### M2 wires, run 1

Cells faint in the background.
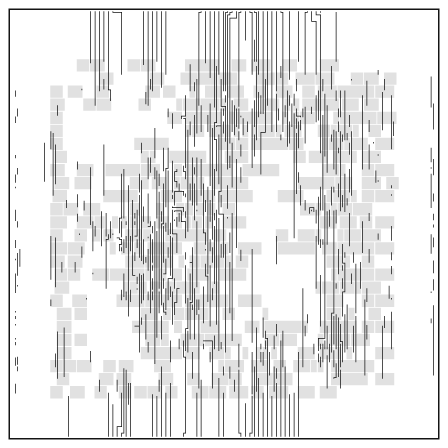
### Gate families picked out, run 1

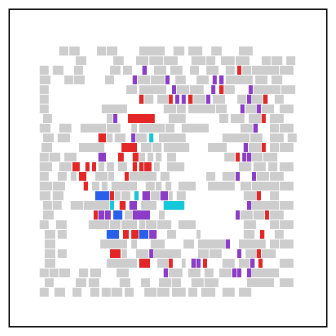
### Congestion heat map, run 1

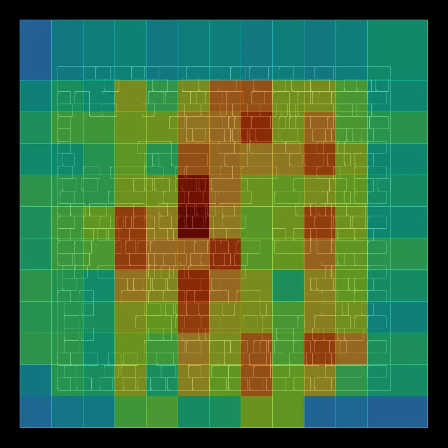
<file path="src/rtl/madd_sequencer_if.sv">
// Stream and datapath bundle for madd_sequencer. The slave modport is the sequencer's view.
// The master modport is the view of the environment that drives jobs and hosts the datapath.
interface madd_sequencer_if #(
   parameter int DATA_WIDTH = 16,
   parameter int LEN_WIDTH  = 8
);
   logic                  start;
   logic [LEN_WIDTH-1:0]  len;
   logic [DATA_WIDTH-1:0] bias;
   logic                  in_valid;
   logic                  in_ready;
   logic [DATA_WIDTH-1:0] in_x;
   logic [DATA_WIDTH-1:0] in_w;
   logic [DATA_WIDTH-1:0] madd_x;
   logic [DATA_WIDTH-1:0] madd_w;
   logic [DATA_WIDTH-1:0] madd_b;
   logic [DATA_WIDTH-1:0] madd_out;
   logic                  out_valid;
   logic [DATA_WIDTH-1:0] out_data;
   logic                  out_ready;
   logic                  busy;

   modport master (
      output start, len, bias, in_valid, in_x, in_w, madd_out, out_ready,
      input  in_ready, madd_x, madd_w, madd_b, out_valid, out_data, busy
   );

   modport slave (
      input  start, len, bias, in_valid, in_x, in_w, madd_out, out_ready,
      output in_ready, madd_x, madd_w, madd_b, out_valid, out_data, busy
   );
endinterface

</file>
<file path="src/rtl/madd_sequencer.sv">
// madd_sequencer: steps an external multiply-add datapath through y = b + sum(x[i] * w[i]).
// The accumulator is fed back as the datapath's b operand; each accepted pair latches its result.
// The fixed-point scaling lives entirely in the datapath, so no fractional width is needed here.
module madd_sequencer #(
   parameter int DATA_WIDTH = 16,
   parameter int LEN_WIDTH  = 8
) (
   input logic             clk,
   input logic             rst,
   madd_sequencer_if.slave bus
);
   localparam logic [1:0] S_IDLE = 2'd0;
   localparam logic [1:0] S_RUN  = 2'd1;
   localparam logic [1:0] S_DONE = 2'd2;

   logic [1:0]            r_state;
   logic [1:0]            w_state_nxt;
   logic [DATA_WIDTH-1:0] r_acc;
   logic [DATA_WIDTH-1:0] w_acc_nxt;
   logic [LEN_WIDTH-1:0]  r_cnt;
   logic [LEN_WIDTH-1:0]  w_cnt_nxt;
   logic                  w_in_hs;

   assign w_in_hs = bus.in_valid & (r_state == S_RUN);

   // Next-state, accumulator and remaining-pair count.
   always_comb begin
      w_state_nxt = r_state;
      w_acc_nxt   = r_acc;
      w_cnt_nxt   = r_cnt;
      case (r_state)
         S_IDLE: begin
            if (bus.start) begin
               w_acc_nxt   = bus.bias;
               w_cnt_nxt   = bus.len;
               // A zero-length job is just the bias; skip RUN so cnt never wraps.
               w_state_nxt = (bus.len != '0) ? S_RUN : S_DONE;
            end
         end
         S_RUN: begin
            if (w_in_hs) begin
               w_acc_nxt = bus.madd_out;
               w_cnt_nxt = r_cnt - LEN_WIDTH'(1);
               if (r_cnt == LEN_WIDTH'(1)) begin
                  w_state_nxt = S_DONE;
               end
            end
         end
         S_DONE: begin
            if (bus.out_ready) begin
               w_state_nxt = S_IDLE;
            end
         end
         default: begin
            w_state_nxt = S_IDLE;
         end
      endcase
   end

   // State registers with synchronous active-high reset.
   always_ff @(posedge clk) begin
      if (rst) begin
         r_state <= S_IDLE;
         r_acc   <= '0;
         r_cnt   <= '0;
      end else begin
         r_state <= w_state_nxt;
         r_acc   <= w_acc_nxt;
         r_cnt   <= w_cnt_nxt;
      end
   end

   // Outputs decode from registered state only, so out_ready never reaches in_ready.
   always_comb begin
      bus.in_ready  = (r_state == S_RUN);
      bus.out_valid = (r_state == S_DONE);
      bus.busy      = (r_state != S_IDLE);
      bus.out_data  = r_acc;
      bus.madd_b    = r_acc;
      bus.madd_x    = bus.in_x;
      bus.madd_w    = bus.in_w;
   end
endmodule

</file>
<file path="src/flat_wrapper.sv">
// flat-port wrapper written by rule: the top's interface ports become plain ports
module madd_sequencer_flat 
#(
   parameter int DATA_WIDTH = 16,
   parameter int LEN_WIDTH  = 8
)
  (clk, rst, bus_start, bus_len, bus_bias, bus_in_valid, bus_in_x, bus_in_w, bus_madd_out, bus_out_ready, bus_in_ready, bus_madd_x, bus_madd_w, bus_madd_b, bus_out_valid, bus_out_data, bus_busy);
  madd_sequencer_if #(.DATA_WIDTH(DATA_WIDTH), .LEN_WIDTH(LEN_WIDTH)) bus_i ();
  input logic clk;
  input logic rst;
  input wire logic [$bits(bus_i.start)-1:0] bus_start;
  input wire logic [$bits(bus_i.len)-1:0] bus_len;
  input wire logic [$bits(bus_i.bias)-1:0] bus_bias;
  input wire logic [$bits(bus_i.in_valid)-1:0] bus_in_valid;
  input wire logic [$bits(bus_i.in_x)-1:0] bus_in_x;
  input wire logic [$bits(bus_i.in_w)-1:0] bus_in_w;
  input wire logic [$bits(bus_i.madd_out)-1:0] bus_madd_out;
  input wire logic [$bits(bus_i.out_ready)-1:0] bus_out_ready;
  output wire logic [$bits(bus_i.in_ready)-1:0] bus_in_ready;
  output wire logic [$bits(bus_i.madd_x)-1:0] bus_madd_x;
  output wire logic [$bits(bus_i.madd_w)-1:0] bus_madd_w;
  output wire logic [$bits(bus_i.madd_b)-1:0] bus_madd_b;
  output wire logic [$bits(bus_i.out_valid)-1:0] bus_out_valid;
  output wire logic [$bits(bus_i.out_data)-1:0] bus_out_data;
  output wire logic [$bits(bus_i.busy)-1:0] bus_busy;
  assign bus_i.start = bus_start;
  assign bus_i.len = bus_len;
  assign bus_i.bias = bus_bias;
  assign bus_i.in_valid = bus_in_valid;
  assign bus_i.in_x = bus_in_x;
  assign bus_i.in_w = bus_in_w;
  assign bus_i.madd_out = bus_madd_out;
  assign bus_i.out_ready = bus_out_ready;
  assign bus_in_ready = bus_i.in_ready;
  assign bus_madd_x = bus_i.madd_x;
  assign bus_madd_w = bus_i.madd_w;
  assign bus_madd_b = bus_i.madd_b;
  assign bus_out_valid = bus_i.out_valid;
  assign bus_out_data = bus_i.out_data;
  assign bus_busy = bus_i.busy;
  madd_sequencer #(.DATA_WIDTH(DATA_WIDTH), .LEN_WIDTH(LEN_WIDTH)) u_core (.clk(clk), .rst(rst), .bus(bus_i));
endmodule
</file>
<file path="config.mk">
export PLATFORM = sky130hd
export DESIGN_NAME = madd_sequencer_flat
export DESIGN_NICKNAME = d
export VERILOG_FILES = /design/src/rtl/madd_sequencer_if.sv /design/src/rtl/madd_sequencer.sv /design/src/flat_wrapper.sv
export SDC_FILE = /design/constraint.sdc
export NUM_CORES = 1
export LEC_CHECK = 0
export CAP_MARGIN = 20
export CORE_MARGIN = 8
export CORE_UTILIZATION = 33
export DETAILED_ROUTE_END_ITERATION = 8
export GPL_ROUTABILITY_DRIVEN = 0
export GPL_TIMING_DRIVEN = 0
export PLACE_DENSITY = 0.84
export SLEW_MARGIN = 30
export SYNTH_ARGS = -nofsm -noshare
export SYNTH_HDL_FRONTEND = slang
export SYNTH_SLANG_ARGS = --single-unit
</file>
<file path="constraint.sdc">
create_clock -name clk -period 1.6 [get_ports clk]
set_input_delay 0.24 -clock clk [delete_from_list [all_inputs] [get_ports clk]]
set_output_delay 0.24 -clock clk [all_outputs]
set_load 0.1 [all_outputs]
</file>
==> flow_metrics.env, run 1 <==
# implementation run metrics
export IMPL_crit_path_largest_cell_delay_ps=370
export IMPL_placement_io_buffers=110
export IMPL_slew_viol_final=0
export IMPL_pwr_density_cell_mw_per_mm2=1130
export IMPL_timing_setup_critical_path_class="reg2out"
export IMPL_cts_hold_buffers_added=0
export IMPL_setup_buffers_after_cts=0
export IMPL_worstHoldPathType="in2reg"
export IMPL_drt_iter0_drc=92
export IMPL_post_route_cells_drive_above_1_share=0.394
export IMPL_worstSetupStartpointType="flip-flop"
export IMPL_cts_inserted_buffers=3
export IMPL_synth_compound_gate_area_share=0.187
export IMPL_max_cap_viol_count=0
export IMPL_worst_hold_path_num_cells=2
export IMPL_gr_usage_met1=0.163
export IMPL_postPlaceCellArea_mm2=0.00297
export IMPL_setup_slack_ps=33.2
export IMPL_remaining_drc_errors=0
export IMPL_synth_net_count=301
export IMPL_place_inst=402
export IMPL_fp_coreArea_mm2=0.00514
export IMPL_number_of_antenna_violations_at_the_first_check_in_global_routing=0
export IMPL_tritoncts="yes"
export IMPL_timing_final_hold_violations=0
export IMPL_p_seq_mw=0.840
export IMPL_num_antenna_cells=0
export IMPL_synthesis_instances=222
export IMPL_max_slew_worst_pin_slew_ps=971
export IMPL_internal_power_mw=1.60
export IMPL_count_of_plain_and_timing_repair_buffers_in_the_layout=175
export IMPL_yosys_area_share_xor_xnor=0.00497
export IMPL_yosys_area_share_simple=0.227
export IMPL_area_leaders="sky130_fd_sc_hd__dfxtp_1, sky130_fd_sc_hd__buf_4, sky130_fd_sc_hd__a311oi_1"
export IMPL_outcome="finished clean"
export IMPL_common_cells="sky130_fd_sc_hd__buf_4, sky130_fd_sc_hd__nand2_1, sky130_fd_sc_hd__dfxtp_1"
export IMPL_critical_path_startpoint="u_core.r_state[1]"
export IMPL_mux_area_frac=0.00639
export IMPL_number_of_synthesized_flops_with_an_enable_pin=0
export IMPL_fmax_mhz=638
export IMPL_gr_total_overflow=0
export IMPL_power_switching_fraction=0.541
export IMPL_synth_sequential_area_ratio=0.295
export IMPL_cp_cell_sequence="nand2b_1 > buf_6 > clkinv_8 > buf_8 > buf_12"
export IMPL_worstRegToRegCells=6
export IMPL_stdcell_area_mm2=0.00309
export IMPL_fp_utilization=0.343
export IMPL_fp_dieArea_mm2=0.00793
export IMPL_async_flop_share=0
export IMPL_vias_per_cell=4.80
export IMPL_biggest_power_consumer_among_the_groups="combinational logic"
export IMPL_well_tap_cells=70
export IMPL_post_dp_hpwl_um=5040
export IMPL_sequential_cell_total=26
export IMPL_sequential_portion_of_the_cell_area=0.177
export IMPL_largest_reg_flops=16
export IMPL_yosys_register_bits=26
export IMPL_yosysWarningCount=0
export IMPL_final_seq_area_um2=547
export IMPL_critical_path_endpoint="bus_in_ready"
export IMPL_setup_reg_to_reg_worst_slack_ps=140
export IMPL_period_minus_slack_ps=1570
export IMPL_drtAntennaViolNets=0
export IMPL_fp_dieH_um=89.1
export IMPL_cp_end_kind="output port"
export IMPL_pwr_share_comb=0.634
export IMPL_worst_hold_startpoint="rst"
export IMPL_post_synth_instance_area_mm2=0.00176
export IMPL_critical_path_n_buffers_inverters=4
export IMPL_clockBufferCount=4
export IMPL_hold_worst_slack_ps=368
export IMPL_fin_tns_setup_ps=0
export IMPL_yosysTopAreaCell="sky130_fd_sc_hd__dfxtp_1"
export IMPL_floorplan_io_pins=144
export IMPL_synth_area_per_cell_um2=7.94
export IMPL_comb_cells=131
export IMPL_worst_ir_drop_vdd_v=0.000412
export IMPL_most_common_cell_in_the_netlist="sky130_fd_sc_hd__buf_4"
About 'M2 wires':
main direction: vertical
longest straight run: 32.1 um
nets with wire on the layer: 366
share of all routed wire: 51%
overall routed net length: 6350 um
grt met2 use: 0.272

About 'Gate families picked out':
legend:
  cyan:
    family: inverters
    cells: 4
    where: middle
  blue:
    family: AND-OR and OR-AND gates
    cells: 4
  red:
    family: NOR gates
    cells: 37
  purple:
    family: NAND gates
    cells: 42
logic share of the area: 0.253
most frequent logic cell in the layout: sky130_fd_sc_hd__buf_4
filler-free cell count of the finished design: 410

About 'Congestion heat map':
GRT busiest layer: met2
GRT Resource Usage Total: 0.148
fraction of the core area covered by cells at the end of the flow: 0.601
global-route met3 utilization: 0.0441
Routed wire per std cell: 15.5 um

### Signal wires on met3, run 1

The bar under the picture is 20 um long.
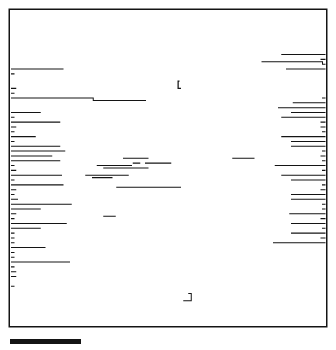

==> run 2, diff against run 1 <==
CORE_UTILIZATION = 30   (was 33)
PLACE_DENSITY = 0.81   (was 0.84)
clock period = 1.34 ns   (was 1.6 ns; I/O delays follow)
### Signal wires on met3, run 2

The bar under the picture is 20 um long.
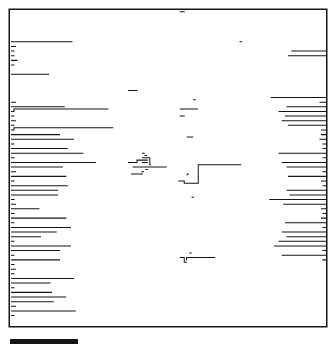
share of all routed wire: 12%
nets with wire on the layer: 106
via total after detailed routing: 2,053
global-route met3 utilization: 0.0688
overall routed net length: 6940 um

==> flow_metrics.env, run 2 <==
# implementation run metrics
export IMPL_globalRouteMet2Util=0.236
export IMPL_well_tap_cells=75
export IMPL_drtAntennaViolNets=0
export IMPL_setup_slack_ps=-81.9
export IMPL_most_common_cell_in_the_netlist="sky130_fd_sc_hd__buf_4"
export IMPL_pwr_share_comb=0.633
export IMPL_clockBufferCount=3
export IMPL_worst_hold_path_num_cells=2
export IMPL_fp_coreArea_mm2=0.00578
export IMPL_common_cells="sky130_fd_sc_hd__buf_4, sky130_fd_sc_hd__nand2_1, sky130_fd_sc_hd__dfxtp_1"
export IMPL_violations="setup timing"
export IMPL_drt_iter0_drc=99
export IMPL_report_final_setup_viol=22
export IMPL_post_route_cells_drive_above_1_share=0.489
export IMPL_remaining_drc_errors=0
export IMPL_worst_ir_drop_vdd_v=0.000686
export IMPL_worstSetupStartpointType="flip-flop"
export IMPL_place_inst=407
export IMPL_setup_reg_to_reg_worst_slack_ps=-80
export IMPL_postPlaceCellArea_mm2=0.00298
export IMPL_cts_inserted_buffers=3
export IMPL_yosysWarningCount=0
export IMPL_yosys_area_share_xor_xnor=0.00497
export IMPL_finalNonFillerCells=427
export IMPL_number_of_antenna_violations_at_the_first_check_in_global_routing=0
export IMPL_async_flop_share=0
export IMPL_power_switching_fraction=0.519
export IMPL_slew_viol_final=0
export IMPL_gr_usage_met1=0.150
export IMPL_grt_busiest_layer="met2"
export IMPL_outcome="finished, violations left"
export IMPL_setup_buffers_after_cts=4
export IMPL_count_of_plain_and_timing_repair_buffers_in_the_layout=187
export IMPL_cp_cell_sequence="buf_6 > or2_4 > buf_12"
export IMPL_sequential_cell_total=26
export IMPL_number_of_synthesized_flops_with_an_enable_pin=0
export IMPL_fp_utilization=0.305
export IMPL_internal_power_mw=2.20
export IMPL_comb_cells=131
export IMPL_fp_dieH_um=92.6
export IMPL_final_seq_area_um2=558
export IMPL_max_slew_worst_pin_slew_ps=969
export IMPL_yosys_register_bits=26
export IMPL_yosys_area_share_simple=0.227
export IMPL_worstHoldPathType="in2reg"
export IMPL_placement_io_buffers=110
export IMPL_stdcell_area_mm2=0.00332
export IMPL_cts_hold_buffers_added=0
export IMPL_sequential_portion_of_the_cell_area=0.168
export IMPL_critical_path_n_buffers_inverters=2
export IMPL_synth_compound_gate_area_share=0.187
export IMPL_critical_path_startpoint="u_core.r_state[0]"
export IMPL_p_seq_mw=1.01
export IMPL_critical_path_endpoint="bus_busy"
export IMPL_yosysTopAreaCell="sky130_fd_sc_hd__dfxtp_1"
export IMPL_hold_worst_slack_ps=362
export IMPL_comb_area_share=0.275
export IMPL_post_synth_instance_area_mm2=0.00176
export IMPL_pwr_density_cell_mw_per_mm2=1380
